File: src/rtl/int_ctrl_pkg.sv
// Shared types and constants for the interrupt controller.
package int_ctrl_pkg;

    // Controller FSM state; the encoding is visible through the STATUS register.
    typedef enum logic [1:0] {
        IDLE    = 2'd0,
        REQ     = 2'd1,
        SERVICE = 2'd2
    } state_e;

    // Word addresses of the configuration registers.
    localparam logic [1:0] ADDR_MASK    = 2'd0;
    localparam logic [1:0] ADDR_MODE    = 2'd1;
    localparam logic [1:0] ADDR_PENDING = 2'd2;
    localparam logic [1:0] ADDR_STATUS  = 2'd3;

    // After reset every source is edge-triggered.
    localparam logic [31:0] MODE_RST = 32'hFFFF_FFFF;

endpackage

File: src/rtl/int_ctrl_if.sv
// Core-side bus of the interrupt controller: register port plus req/ack/eret.
// Handshake: o_int_req stays high with a constant o_int_cause until the core
// pulses i_int_ack for one cycle; the core then pulses i_eret once to leave
// the handler. Register reads are combinational from i_reg_addr; writes take
// effect on the clock edge where i_reg_we is high.
interface int_ctrl_if #(
    parameter int CAUSE_W = 3
);
    logic               i_reg_we;
    logic [1:0]         i_reg_addr;
    logic [31:0]        i_reg_wdata;
    logic [31:0]        o_reg_rdata;
    logic               o_int_req;
    logic [CAUSE_W-1:0] o_int_cause;
    logic               i_int_ack;
    logic               i_eret;

    modport slave (
        input  i_reg_we, i_reg_addr, i_reg_wdata, i_int_ack, i_eret,
        output o_reg_rdata, o_int_req, o_int_cause
    );

    modport master (
        output i_reg_we, i_reg_addr, i_reg_wdata, i_int_ack, i_eret,
        input  o_reg_rdata, o_int_req, o_int_cause
    );
endinterface

File: src/rtl/int_ctrl_sync.sv
// Per-source synchroniser: SYNC_STAGES flops, plus a delay flop that turns
// the synchronised level into a one-cycle rising-edge pulse.
module int_sync #(
    parameter int SYNC_STAGES = 2
) (
    input  logic clk,
    input  logic rst_n,
    input  logic async_i,
    output logic level_o,
    output logic rise_o
);
    logic [SYNC_STAGES-1:0] sync_q;
    logic                   dly_q;

    // Shift the raw line through the chain and remember the previous level.
    always_ff @(posedge clk or negedge rst_n) begin
        if (!rst_n) begin
            sync_q <= '0;
            dly_q  <= 1'b0;
        end else begin
            sync_q <= {sync_q[SYNC_STAGES-2:0], async_i};
            dly_q  <= sync_q[SYNC_STAGES-1];
        end
    end

    assign level_o = sync_q[SYNC_STAGES-1];
    assign rise_o  = level_o & ~dly_q;
endmodule

File: src/rtl/int_ctrl.sv
// Interrupt controller: synchronise, latch/mask, fixed-priority select and
// present one source to the core with a req/ack/eret handshake.
module int_ctrl
    import int_ctrl_pkg::*;
#(
    parameter int NUM_SRC     = 5,
    parameter int SYNC_STAGES = 2,
    parameter int CAUSE_W     = 3
) (
    input  logic               clk,
    input  logic               reset,
    input  logic [NUM_SRC-1:0] i_interruption,
    int_ctrl_if.slave          bus
);
    localparam int VEC_W = 1 << CAUSE_W;

    logic [NUM_SRC-1:0] level, rise;
    logic [NUM_SRC-1:0] mask_q, mode_q, pending_q, pending_d;
    logic [NUM_SRC-1:0] clr_vec, eff;
    logic [VEC_W-1:0]   eff_wide;
    logic [CAUSE_W-1:0] prio_idx, cause_q, cause_d;
    state_e             state_q, state_d;
    logic               ack_fire, w1c;
    logic               unused_wdata;

    for (genvar g = 0; g < NUM_SRC; g++) begin : g_sync
        int_sync #(.SYNC_STAGES(SYNC_STAGES)) u_sync (
            .clk     (clk),
            .rst_n   (reset),
            .async_i (i_interruption[g]),
            .level_o (level[g]),
            .rise_o  (rise[g])
        );
    end

    assign ack_fire = (state_q == REQ) && bus.i_int_ack;
    assign w1c      = bus.i_reg_we && (bus.i_reg_addr == ADDR_PENDING);
    assign eff      = pending_q & mask_q;

    // Clear requests for edge sources: ack of the latched cause or a W1C write.
    always_comb begin
        clr_vec = '0;
        for (int i = 0; i < NUM_SRC; i++) begin
            clr_vec[i] = (ack_fire && (cause_q == CAUSE_W'(i))) ||
                         (w1c && bus.i_reg_wdata[i]);
        end
    end

    // Edge sources: a new edge beats a simultaneous clear. Level sources mirror the line.
    assign pending_d = (mode_q & (rise | (pending_q & ~clr_vec))) | (~mode_q & level);

    // Widen the effective vector so the latched cause can index it directly.
    always_comb begin
        eff_wide = '0;
        eff_wide[NUM_SRC-1:0] = eff;
    end

    // Fixed priority: scanning downwards leaves the lowest active index.
    always_comb begin
        prio_idx = '0;
        for (int i = NUM_SRC - 1; i >= 0; i--) begin
            if (eff[i]) prio_idx = CAUSE_W'(i);
        end
    end

    // Next-state logic; a request is withdrawn only if its own source drops.
    always_comb begin
        state_d = state_q;
        cause_d = cause_q;
        case (state_q)
            IDLE: begin
                if (|eff) begin
                    state_d = REQ;
                    cause_d = prio_idx;
                end
            end
            REQ: begin
                if (bus.i_int_ack)          state_d = SERVICE;
                else if (!eff_wide[cause_q]) state_d = IDLE;
            end
            SERVICE: begin
                if (bus.i_eret) state_d = IDLE;
            end
            default: state_d = IDLE;
        endcase
    end

    // FSM state and latched cause.
    always_ff @(posedge clk or negedge reset) begin
        if (!reset) begin
            state_q <= IDLE;
            cause_q <= '0;
        end else begin
            state_q <= state_d;
            cause_q <= cause_d;
        end
    end

    // Configuration registers and the pending vector.
    always_ff @(posedge clk or negedge reset) begin
        if (!reset) begin
            mask_q    <= '0;
            mode_q    <= MODE_RST[NUM_SRC-1:0];
            pending_q <= '0;
        end else begin
            pending_q <= pending_d;
            if (bus.i_reg_we && bus.i_reg_addr == ADDR_MASK) mask_q <= bus.i_reg_wdata[NUM_SRC-1:0];
            if (bus.i_reg_we && bus.i_reg_addr == ADDR_MODE) mode_q <= bus.i_reg_wdata[NUM_SRC-1:0];
        end
    end

    // Combinational read mux; bits above each field read as zero.
    always_comb begin
        bus.o_reg_rdata = '0;
        case (bus.i_reg_addr)
            ADDR_MASK:    bus.o_reg_rdata[NUM_SRC-1:0] = mask_q;
            ADDR_MODE:    bus.o_reg_rdata[NUM_SRC-1:0] = mode_q;
            ADDR_PENDING: bus.o_reg_rdata[NUM_SRC-1:0] = pending_q;
            default: begin
                bus.o_reg_rdata[1:0]         = state_q;
                bus.o_reg_rdata[2 +: CAUSE_W] = cause_q;
            end
        endcase
    end

    assign bus.o_int_req   = (state_q == REQ);
    assign bus.o_int_cause = cause_q;

    // Write-data bits above the source count have no destination.
    assign unused_wdata = ^bus.i_reg_wdata[31:NUM_SRC];
endmodule

File: src/flat_wrapper.sv
// flat-port wrapper written by rule: the top's interface ports become plain ports
module int_ctrl_flat import int_ctrl_pkg::*;
#(
    parameter int NUM_SRC     = 5,
    parameter int SYNC_STAGES = 2,
    parameter int CAUSE_W     = 3
)
  (clk, reset, i_interruption, bus_i_reg_we, bus_i_reg_addr, bus_i_reg_wdata, bus_i_int_ack, bus_i_eret, bus_o_reg_rdata, bus_o_int_req, bus_o_int_cause);
  int_ctrl_if #(.CAUSE_W(CAUSE_W)) bus_i ();
  input  logic clk;
  input  logic reset;
  input  logic [NUM_SRC-1:0] i_interruption;
  input wire logic [$bits(bus_i.i_reg_we)-1:0] bus_i_reg_we;
  input wire logic [$bits(bus_i.i_reg_addr)-1:0] bus_i_reg_addr;
  input wire logic [$bits(bus_i.i_reg_wdata)-1:0] bus_i_reg_wdata;
  input wire logic [$bits(bus_i.i_int_ack)-1:0] bus_i_int_ack;
  input wire logic [$bits(bus_i.i_eret)-1:0] bus_i_eret;
  output wire logic [$bits(bus_i.o_reg_rdata)-1:0] bus_o_reg_rdata;
  output wire logic [$bits(bus_i.o_int_req)-1:0] bus_o_int_req;
  output wire logic [$bits(bus_i.o_int_cause)-1:0] bus_o_int_cause;
  assign bus_i.i_reg_we = bus_i_reg_we;
  assign bus_i.i_reg_addr = bus_i_reg_addr;
  assign bus_i.i_reg_wdata = bus_i_reg_wdata;
  assign bus_i.i_int_ack = bus_i_int_ack;
  assign bus_i.i_eret = bus_i_eret;
  assign bus_o_reg_rdata = bus_i.o_reg_rdata;
  assign bus_o_int_req = bus_i.o_int_req;
  assign bus_o_int_cause = bus_i.o_int_cause;
  int_ctrl #(.NUM_SRC(NUM_SRC), .SYNC_STAGES(SYNC_STAGES), .CAUSE_W(CAUSE_W)) u_core (.clk(clk), .reset(reset), .i_interruption(i_interruption), .bus(bus_i));
endmodule
File: config.mk
export PLATFORM = sky130hd
export DESIGN_NAME = int_ctrl_flat
export DESIGN_NICKNAME = d
export VERILOG_FILES = /design/src/rtl/int_ctrl_pkg.sv /design/src/rtl/int_ctrl_if.sv /design/src/rtl/int_ctrl_sync.sv /design/src/rtl/int_ctrl.sv /design/src/flat_wrapper.sv
export SDC_FILE = /design/constraint.sdc
export NUM_CORES = 1
export LEC_CHECK = 0
export ABC_CLOCK_PERIOD_IN_PS = 1300
export CELL_PAD_IN_SITES_DETAIL_PLACEMENT = 1
export CELL_PAD_IN_SITES_GLOBAL_PLACEMENT = 1
export CORE_MARGIN = 8
export CORE_UTILIZATION = 31
export DETAILED_ROUTE_END_ITERATION = 8
export GPL_TIMING_DRIVEN = 0
export PLACE_DENSITY_LB_ADDON = 0.1
export RECOVER_POWER = 50
export SYNTH_ARGS = -nofsm -noshare
export SYNTH_HDL_FRONTEND = slang
export SYNTH_SLANG_ARGS = --single-unit
File: constraint.sdc
create_clock -name clk -period 1.3 [get_ports clk]
set_input_delay 0.325 -clock clk [delete_from_list [all_inputs] [get_ports clk]]
set_output_delay 0.325 -clock clk [all_outputs]
set_load 0.02 [all_outputs]
==> flow_summary.toml, run 1 <==
# yosys + openroad results
[critical_path]
rrSetupSlack_ns = -0.14
reg2reg_from = "u_core.state_q[1]$_DFFE_PN0P_"
slowest_delay_ns = 0.50
crit_path_start_kind = "register"
reg2reg_depth = 4

[pwr]
peakVddDrop_v = 0.000748
combPwrFrac = 0.422
sequentialPower_uw = 1500
p_total_uw = 4080
p_seq_frac = 0.369
power.internal_uw = 2700
power.switching_uw = 1370

[drt]
vias_per_cell = 4.43
route.met3.wl_um = 220
drtPass1Iterations = 4
postRouteAntennaNets = 0

[yosys]
synthFlopType = "dfrtp_1"
yosys-mux-area-fraction = 0.148
ys_ff = 35
synthAdderAreaFrac = 0
ys_top_logic_family = "multiplexers"
yosysWarnings = 0
yosysSeqAreaShare = 0.521

[job]
warning_count = 56

[min_path]
hold_class = "input pin to asynchronous set/reset pin"

[clocking]
htree_num_levels = 2
clk_pin_slew_ns = 0.07
hold_buffers = 0
post-cts-setup-buffer-count = 8
post_cts_resized = 52

[final_timing]
worst_slack_ns = -0.401
finalCritPeriodShare = 1.31
post-route-min-period_ns = 1.70
worst_hold_slack_ns = 0.143
finalMaxSlewViolations = 0
finalSetupTns_ns = -2.96
setup_viol = 12

[final_layout]
area_share_nonclk_buffers = 0.242
seq_share = 0.370
flop-count = 35
inv_count = 2

[status]
status = "finished with violations"
violations = "setup timing"

[global_route]
grt_use_met2 = 0.186
grt_pass1_vias = 1344

[floorplan]
chip_area_um2 = 8090
initCoreUtil = 0.313
Fig. 1: run 1, routed clock nets over the placement
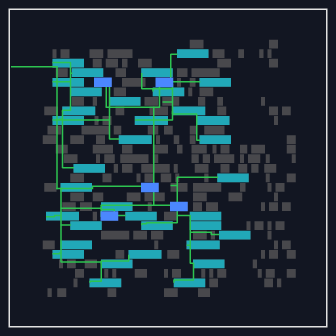
Key: green = clock wires [length 471 µm]; blue = cells driving clock nets [count 5]; cyan = flip-flops [count 35]
There are 6 routed clock nets.
Insertion Delay late pin: 0.28 ns
Clock Power Share: 0.209
worst clock skew: 0.00296 ns
Clk. pwr: 852 µW

Fig. 2: run 1, drive-strength map
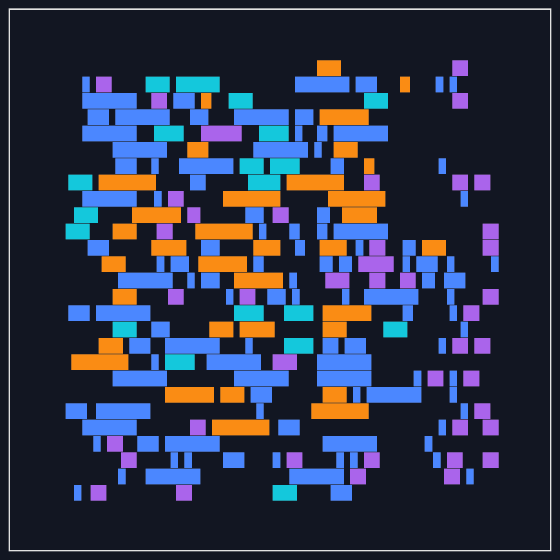
Key: purple = drive 3 to 4 [cells 42, share 21%]; blue = drive 1 or less [cells 109, share 53%]; orange = drive 2 [cells 34, share 17%]; cyan = drive 6 and up [cells 19, share 9.3%]
Buffers excl. clock: 66
area delta synth->final: 41.5%

Fig. 3: run 1, met3 routing
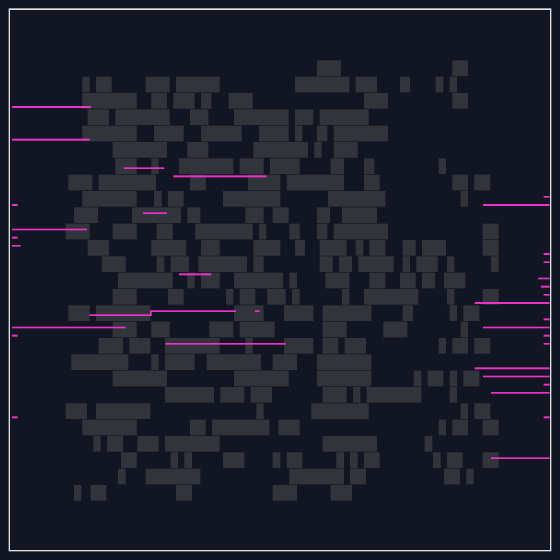
The wires run mostly horizontal. 31 nets have wire on it.
met3 usage: 0.0366
drt total wl: 4290 µm
routed vias: 1222

Fig. 4: run 1, selected gate families
Scale bar: 20 µm.
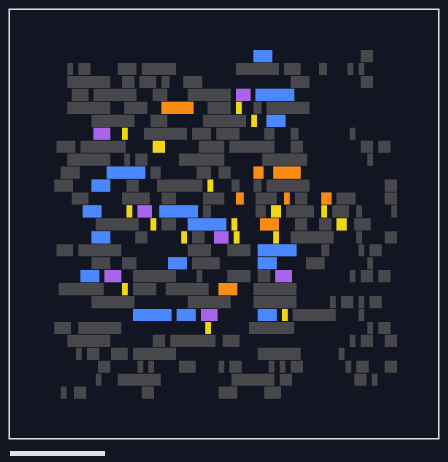
Key: orange = NOR gates [cells 8, where middle]; purple = AND-OR and OR-AND gates [cells 7, most used a32o_1, where middle]; blue = multiplexers [cells 16, most used mux2_2]; yellow = NAND gates [cells 17, most used nand2_1, where middle]
dominant logic cell type in the layout: buf_4
tally of non-filler cells in the final layout: 276
multi-input logic portion of the cell area: 0.305

Fig. 5: run 1, routing congestion
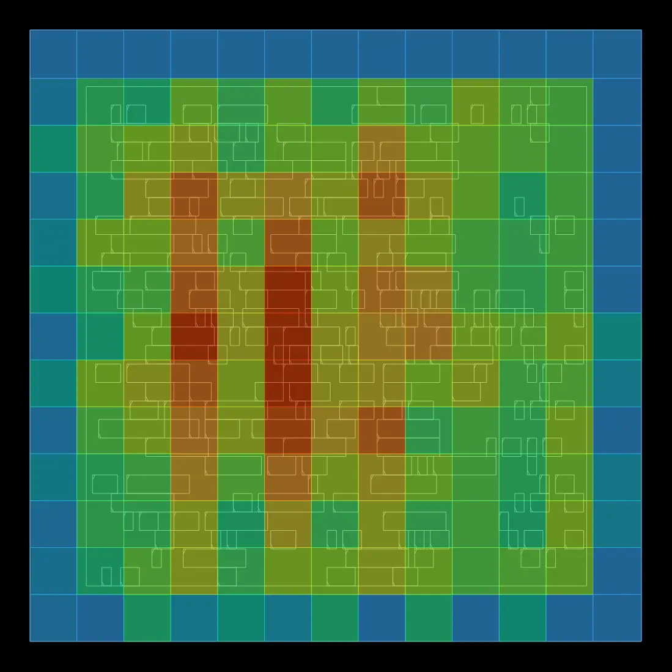

## Run 2: what changed since run 1
--- a/config.mk
+++ b/config.mk
@@ -9,8 +9,9 @@
 export CELL_PAD_IN_SITES_DETAIL_PLACEMENT = 1
 export CELL_PAD_IN_SITES_GLOBAL_PLACEMENT = 1
 export CORE_MARGIN = 8
-export CORE_UTILIZATION = 31
+export CORE_UTILIZATION = 43
 export DETAILED_ROUTE_END_ITERATION = 8
+export DONT_BUFFER_PORTS = 1
 export GPL_TIMING_DRIVEN = 0
 export PLACE_DENSITY_LB_ADDON = 0.1
 export RECOVER_POWER = 50
Fig. 6: run 2, routing congestion
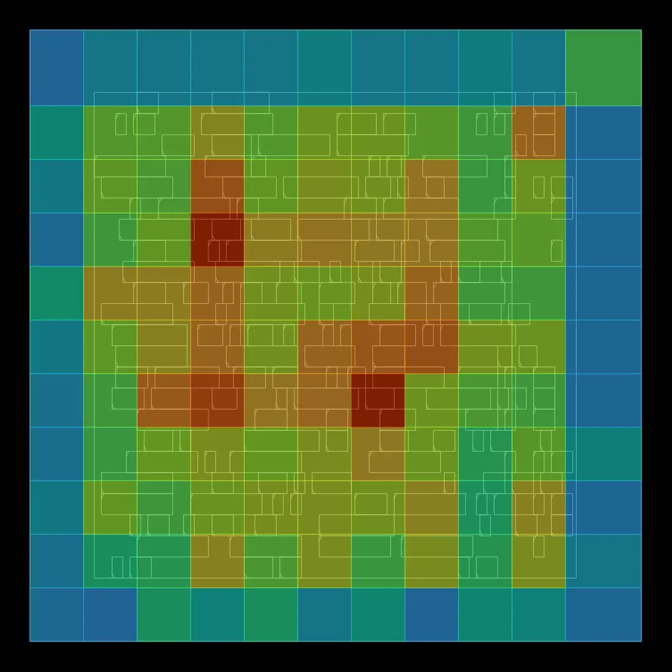
Core Util, Final: 0.541
total global routing track utilization: 0.131
met1 Resource Use GR: 0.154
met2 usage: 0.200
Most Crowded Layer GR: met2

==> run 2 against run 1 <==
  * The run still ends with setup timing left
  * Flip-flop count stayed put
  * Critical path type unchanged
  * Register-to-register slack got worse by 0.03 ns
  * Fmax shrank 0.12%
  * Clock power shrank 1%
  * Clock-buffer cell count did not move
  * Via count fell by 5.8%
  * Non-clock buffer count fell by 26
==> flow_summary.toml, run 2 <==
# yosys + openroad results
[final_layout]
area_share_nonclk_buffers = 0.152
instances_no_fill = 228
inv_count = 2
flop-count = 35
comb_share = 0.345

[yosys]
synthAdderAreaFrac = 0
ys_ff = 35
yosys-mux-area-fraction = 0.148
synthFlopType = "dfrtp_1"
yosysSeqAreaShare = 0.521

[pwr]
peakVddDrop_v = 0.000742
power.switching_uw = 1280
sequentialPower_uw = 1610
power.internal_uw = 2410
clk-power_uw = 843

[drt]
wl_um = 3930
route.met3.wl_um = 356
postRouteAntennaNets = 0

[clocking]
post-cts-setup-buffer-count = 5
hold_buffers = 2
clk_pin_slew_ns = 0.07
post_cts_resized = 7

[final_timing]
skew_ns = 0.00424
finalMaxSlewViolations = 0
worst_slack_ns = -0.403
post-route-min-period_ns = 1.70
setup_viol = 10
worst_hold_slack_ns = 0.0669

[critical_path]
reg2reg_depth = 4
crit_path_start_kind = "register"

[status]
status = "finished with violations"
violations = "setup timing"

[job]
warning_count = 56

[floorplan]
initCoreUtil = 0.436

[min_path]
hold_class = "input pin to register"

[global_route]
met3_usage = 0.0655
Power is estimated from default activity; no workload was simulated.
